## src/rtl/rv_pkg.sv

```systemverilog
// Shared RISC-V pipeline definitions: writeback source select, load funct3 codes
// and the writeback-stage state encoding.
package rv_pkg;

    typedef enum logic [1:0] {
        WB_ALU = 2'b00,
        WB_MEM = 2'b01,
        WB_PC4 = 2'b10
    } wbsel_e;

    localparam logic [2:0] F3_LB  = 3'b000;
    localparam logic [2:0] F3_LH  = 3'b001;
    localparam logic [2:0] F3_LW  = 3'b010;
    localparam logic [2:0] F3_LBU = 3'b100;
    localparam logic [2:0] F3_LHU = 3'b101;

    typedef enum logic [1:0] {
        IDLE      = 2'b00,
        WAIT_LOAD = 2'b01,
        DRAIN     = 2'b10
    } wb_state_e;

endpackage

```

## src/rtl/load_align.sv

```systemverilog
// Extracts and extends a byte, halfword or word from a 32-bit load response.
// Purely combinational so the LSU can share it.
module load_align
    import rv_pkg::*;
(
    input  logic [31:0] word,
    input  logic [1:0]  addr_lo,
    input  logic [2:0]  funct3,
    output logic [31:0] result
);

    logic [7:0]  byte_sel;
    logic [15:0] half_sel;

    always_comb begin
        byte_sel = word[{addr_lo, 3'b000} +: 8];
        half_sel = word[{addr_lo[1], 4'b0000} +: 16];
        case (funct3)
            F3_LB:   result = {{24{byte_sel[7]}}, byte_sel};
            F3_LBU:  result = {24'd0, byte_sel};
            F3_LH:   result = {{16{half_sel[15]}}, half_sel};
            F3_LHU:  result = {16'd0, half_sel};
            default: result = word;
        endcase
    end

endmodule

```

## src/rtl/wb_stage.sv

```systemverilog
// MEM/WB writeback stage: waits for load data, selects the writeback source and
// issues one registered register-file write pulse per retired instruction.
module wb_stage
    import rv_pkg::*;
#(
    parameter int CNT_W = 32
) (
    input  logic             clk_i,
    input  logic             rst_i,
    input  logic             valid_i,
    output logic             ready_o,
    input  logic             flush_i,
    input  logic [31:0]      alu_i,
    input  logic [31:0]      pc4_i,
    input  logic [4:0]       rd_i,
    input  logic             regwen_i,
    input  logic [1:0]       wbsel_i,
    input  logic [2:0]       funct3_i,
    input  logic [1:0]       addr_lo_i,
    input  logic             dmem_rvalid_i,
    input  logic [31:0]      dmem_rdata_i,
    output logic [31:0]      dataW_o,
    output logic [4:0]       rsW_o,
    output logic             RegWEn_o,
    output logic             busy_o,
    output logic [CNT_W-1:0] retired_o
);

    wb_state_e   state_q, state_d;

    logic [4:0]  ld_rd;
    logic        ld_regwen;
    logic [2:0]  ld_funct3;
    logic [1:0]  ld_addr_lo;
    logic [31:0] ld_data;

    logic        hold_valid;
    logic [31:0] hold_data;
    logic [4:0]  hold_rd;
    logic        hold_regwen;

    logic        accept;
    logic        in_is_load;
    logic [31:0] in_data;
    logic        load_done;
    logic        hold_load;

    logic        wr_valid;
    logic [31:0] wr_data;
    logic [4:0]  wr_rd;
    logic        wr_regwen;

    load_align u_load_align (
        .word    (dmem_rdata_i),
        .addr_lo (ld_addr_lo),
        .funct3  (ld_funct3),
        .result  (ld_data)
    );

    assign ready_o    = (state_q == IDLE) ||
                        (state_q == WAIT_LOAD && dmem_rvalid_i && !flush_i);
    assign busy_o     = (state_q != IDLE);
    assign accept     = valid_i && ready_o && !flush_i;
    assign in_is_load = (wbsel_i == WB_MEM);
    assign in_data    = (wbsel_i == WB_PC4) ? pc4_i : alu_i;
    assign load_done  = (state_q == WAIT_LOAD) && dmem_rvalid_i && !flush_i;

    // A non-load that arrives while another write owns the output register
    // is parked in the hold slot and written on the following edge.
    assign hold_load  = accept && !in_is_load && (load_done || hold_valid);

    always_comb begin
        state_d = state_q;
        case (state_q)
            IDLE: begin
                if (accept && in_is_load) state_d = WAIT_LOAD;
            end
            WAIT_LOAD: begin
                if (flush_i)            state_d = dmem_rvalid_i ? IDLE : DRAIN;
                else if (dmem_rvalid_i) state_d = (accept && in_is_load) ? WAIT_LOAD : IDLE;
            end
            DRAIN: begin
                if (dmem_rvalid_i) state_d = IDLE;
            end
            default: state_d = IDLE;
        endcase
    end

    always_comb begin
        wr_valid  = 1'b0;
        wr_data   = in_data;
        wr_rd     = rd_i;
        wr_regwen = regwen_i;
        if (load_done) begin
            wr_valid  = 1'b1;
            wr_data   = ld_data;
            wr_rd     = ld_rd;
            wr_regwen = ld_regwen;
        end else if (hold_valid) begin
            wr_valid  = 1'b1;
            wr_data   = hold_data;
            wr_rd     = hold_rd;
            wr_regwen = hold_regwen;
        end else if (accept && !in_is_load) begin
            wr_valid  = 1'b1;
        end
    end

    always_ff @(posedge clk_i) begin
        if (rst_i) begin
            state_q     <= IDLE;
            ld_rd       <= '0;
            ld_regwen   <= 1'b0;
            ld_funct3   <= '0;
            ld_addr_lo  <= '0;
            hold_valid  <= 1'b0;
            hold_data   <= '0;
            hold_rd     <= '0;
            hold_regwen <= 1'b0;
            dataW_o     <= '0;
            rsW_o       <= '0;
            RegWEn_o    <= 1'b0;
            retired_o   <= '0;
        end else begin
            state_q <= state_d;
            if (accept && in_is_load) begin
                ld_rd      <= rd_i;
                ld_regwen  <= regwen_i;
                ld_funct3  <= funct3_i;
                ld_addr_lo <= addr_lo_i;
            end
            hold_valid <= hold_load;
            if (hold_load) begin
                hold_data   <= in_data;
                hold_rd     <= rd_i;
                hold_regwen <= regwen_i;
            end
            RegWEn_o <= wr_valid && wr_regwen && (wr_rd != 5'd0);
            if (wr_valid) begin
                dataW_o   <= wr_data;
                rsW_o     <= wr_rd;
                retired_o <= retired_o + CNT_W'(1);
            end
        end
    end

endmodule

```

## config.mk

```make
export PLATFORM = sky130hd
export DESIGN_NAME = wb_stage
export DESIGN_NICKNAME = d
export VERILOG_FILES = /design/src/rtl/rv_pkg.sv /design/src/rtl/load_align.sv /design/src/rtl/wb_stage.sv
export SDC_FILE = /design/constraint.sdc
export NUM_CORES = 1
export LEC_CHECK = 0
export CORE_ASPECT_RATIO = 1.1
export CORE_UTILIZATION = 52
export DETAILED_ROUTE_END_ITERATION = 16
export GPL_ROUTABILITY_DRIVEN = 0
export PLACE_DENSITY = 0.85
export SYNTH_ARGS = -nofsm -noshare
export SYNTH_HDL_FRONTEND = slang
export SYNTH_HIERARCHICAL = 1
export SYNTH_SLANG_ARGS = --single-unit
```

## constraint.sdc

```tcl
create_clock -name clk_i -period 6.8 [get_ports clk_i]
set_input_delay 1.36 -clock clk_i [delete_from_list [all_inputs] [get_ports clk_i]]
set_output_delay 1.36 -clock clk_i [all_outputs]
set_load 0.1 [all_outputs]
```

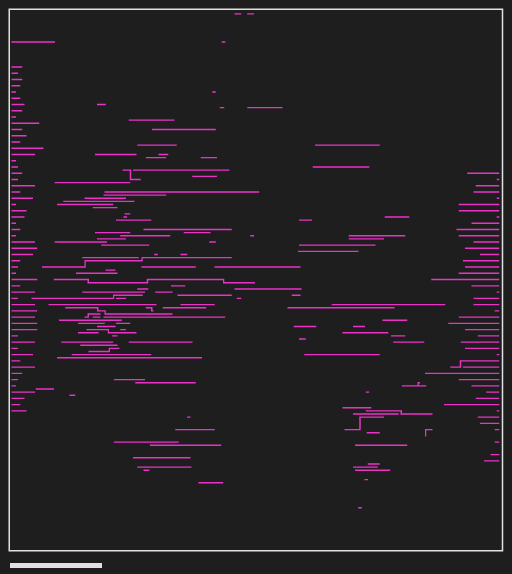
*M3 wires*
Bar = 20 microns.
wire length on this layer: 1490 microns
longest straight run: 33.3 microns
share of all routed wire: 8.1%

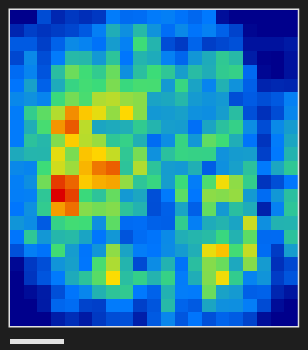
*Wiring heat map*
Bar = 20 microns. 21 x 23 tiles, from dark blue (low) to red (high), scaled to the fullest tile. Values are wire area over tile area, all layers added.
tiles over half the peak: 18%
fullest tile: 0.72
nearly empty tiles: 5.4%
densest ninth of the die: west
emptiest ninth of the die: north-east

==> out/qor.yml <==
cts_tree: "yes"
fin_nets: 1092
well_tap_count: 150
antenna_cells: 0
cts.sinks: 122
setup_tns_ns: 0
p_switching_uw: 556
ys_top_logic_family: "simple AND/OR/NAND/NOR gates"
drt_first_pass_iters: 5
cp.arrival_ns: 3.09
largest_registers: "dataW_o (32), hold_data (32), retired_o (32)"
setup_violations: 0
grt.overflow.total: 0
fin_ws_ns: 2.35
finalClockPeriodUsage_pct: 65.4
yosysUniqueCellTypes: 46
drive_gt1_share_pct: 6.46
hold_end: "rsW_o[2]"
layoutNonFillerInstCount: 1140
yosysChipArea_sq_mm: 0.00630
top_area_share_pct: 38.8
leakagePower_uw: 0.00308
buffer_area_share_pct: 21.7
maxSlewViolCount: 0
wl_met3_mm: 1.49
grt_pass1_wl_mm: 28.9
synth_seq_share_pct: 38.8
crit_top_cell: "buf_4"
numSynthFlops: 122
warnings: 26
pin_count: 186
xor_share_pct: 3.34
met3_usage_pct: 4.93
die-area_sq_mm: 0.0126
vdd_ir_drop_max_mv: 0.158
wl_met1_mm: 7.72
regToRegSetupSlack_ns: 3.60
seq_cells: 122
combPwrFrac_pct: 17.5
ant_nets: 0
ys_sh_mux_pct: 10.8
highest_layer: "met4"
dp.cells: 1108
ys_warn_count: 6
comb-power_uw: 357
mostFrequentLayoutCells: "clkdlybuf4s50_1, nand2_1, dfxtp_1, nor2_1, mux2i_1"
dpl_cell_area_sq_mm: 0.00817
p_per_area_mw_per_mm2: 232
mostFrequentLayoutCell: "clkdlybuf4s50_1"
pwr-share-seq_pct: 36.5
hold_slack_ns: 0.452
dp_hpwl_mm: 12.4
cp_top_family: "buffers and inverters"
antenna_found_initial: 0
grt_pass1_vias: 5816
p_int_uw: 1490
core_sq_mm: 0.0116
p_clk_uw: 942
cp.required_ns: 5.44
yosys.area.top_type: "dfxtp_1"
regArea_sq_mm: 0.00244
status: "complete, no violations"
crit_start: "flush_i"
cts_setup_buffers: 0
cp-start-kind: "input port"
power.share.switching_pct: 27.2
topCellsByArea: "dfxtp_1, nand2_1, mux2i_1"
fin_total_pwr_uw: 2050
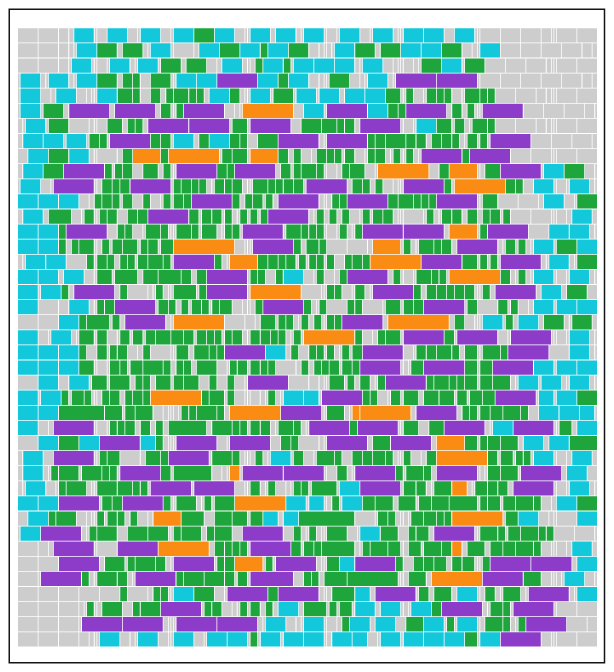
*Placement by cell class*
Fill, decap, tap and diode cells in gray.
| color | class | cells |
|---|---|---|
| cyan | remaining buffers and delay cells | 193 |
| purple | sequential cells | 122 |
| green | combinational and other logic | 643 |
| orange | clock drivers and dummy loads | 32 |

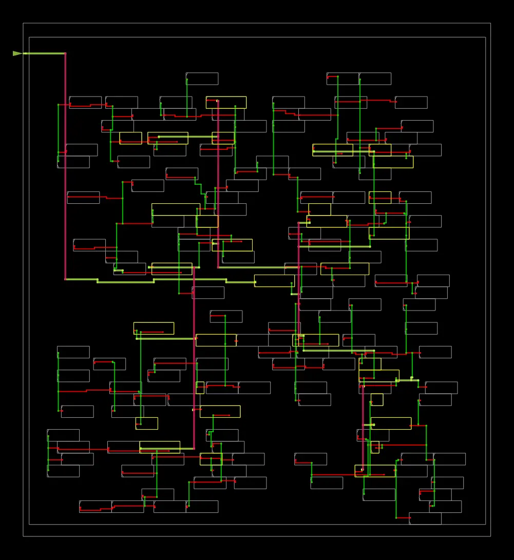
*Clock wiring as the flow saved it*
Latency at later pin: 0.42 ns
# clk buffers: 27

No activity file was given, so power comes from the tool's default toggle rates.
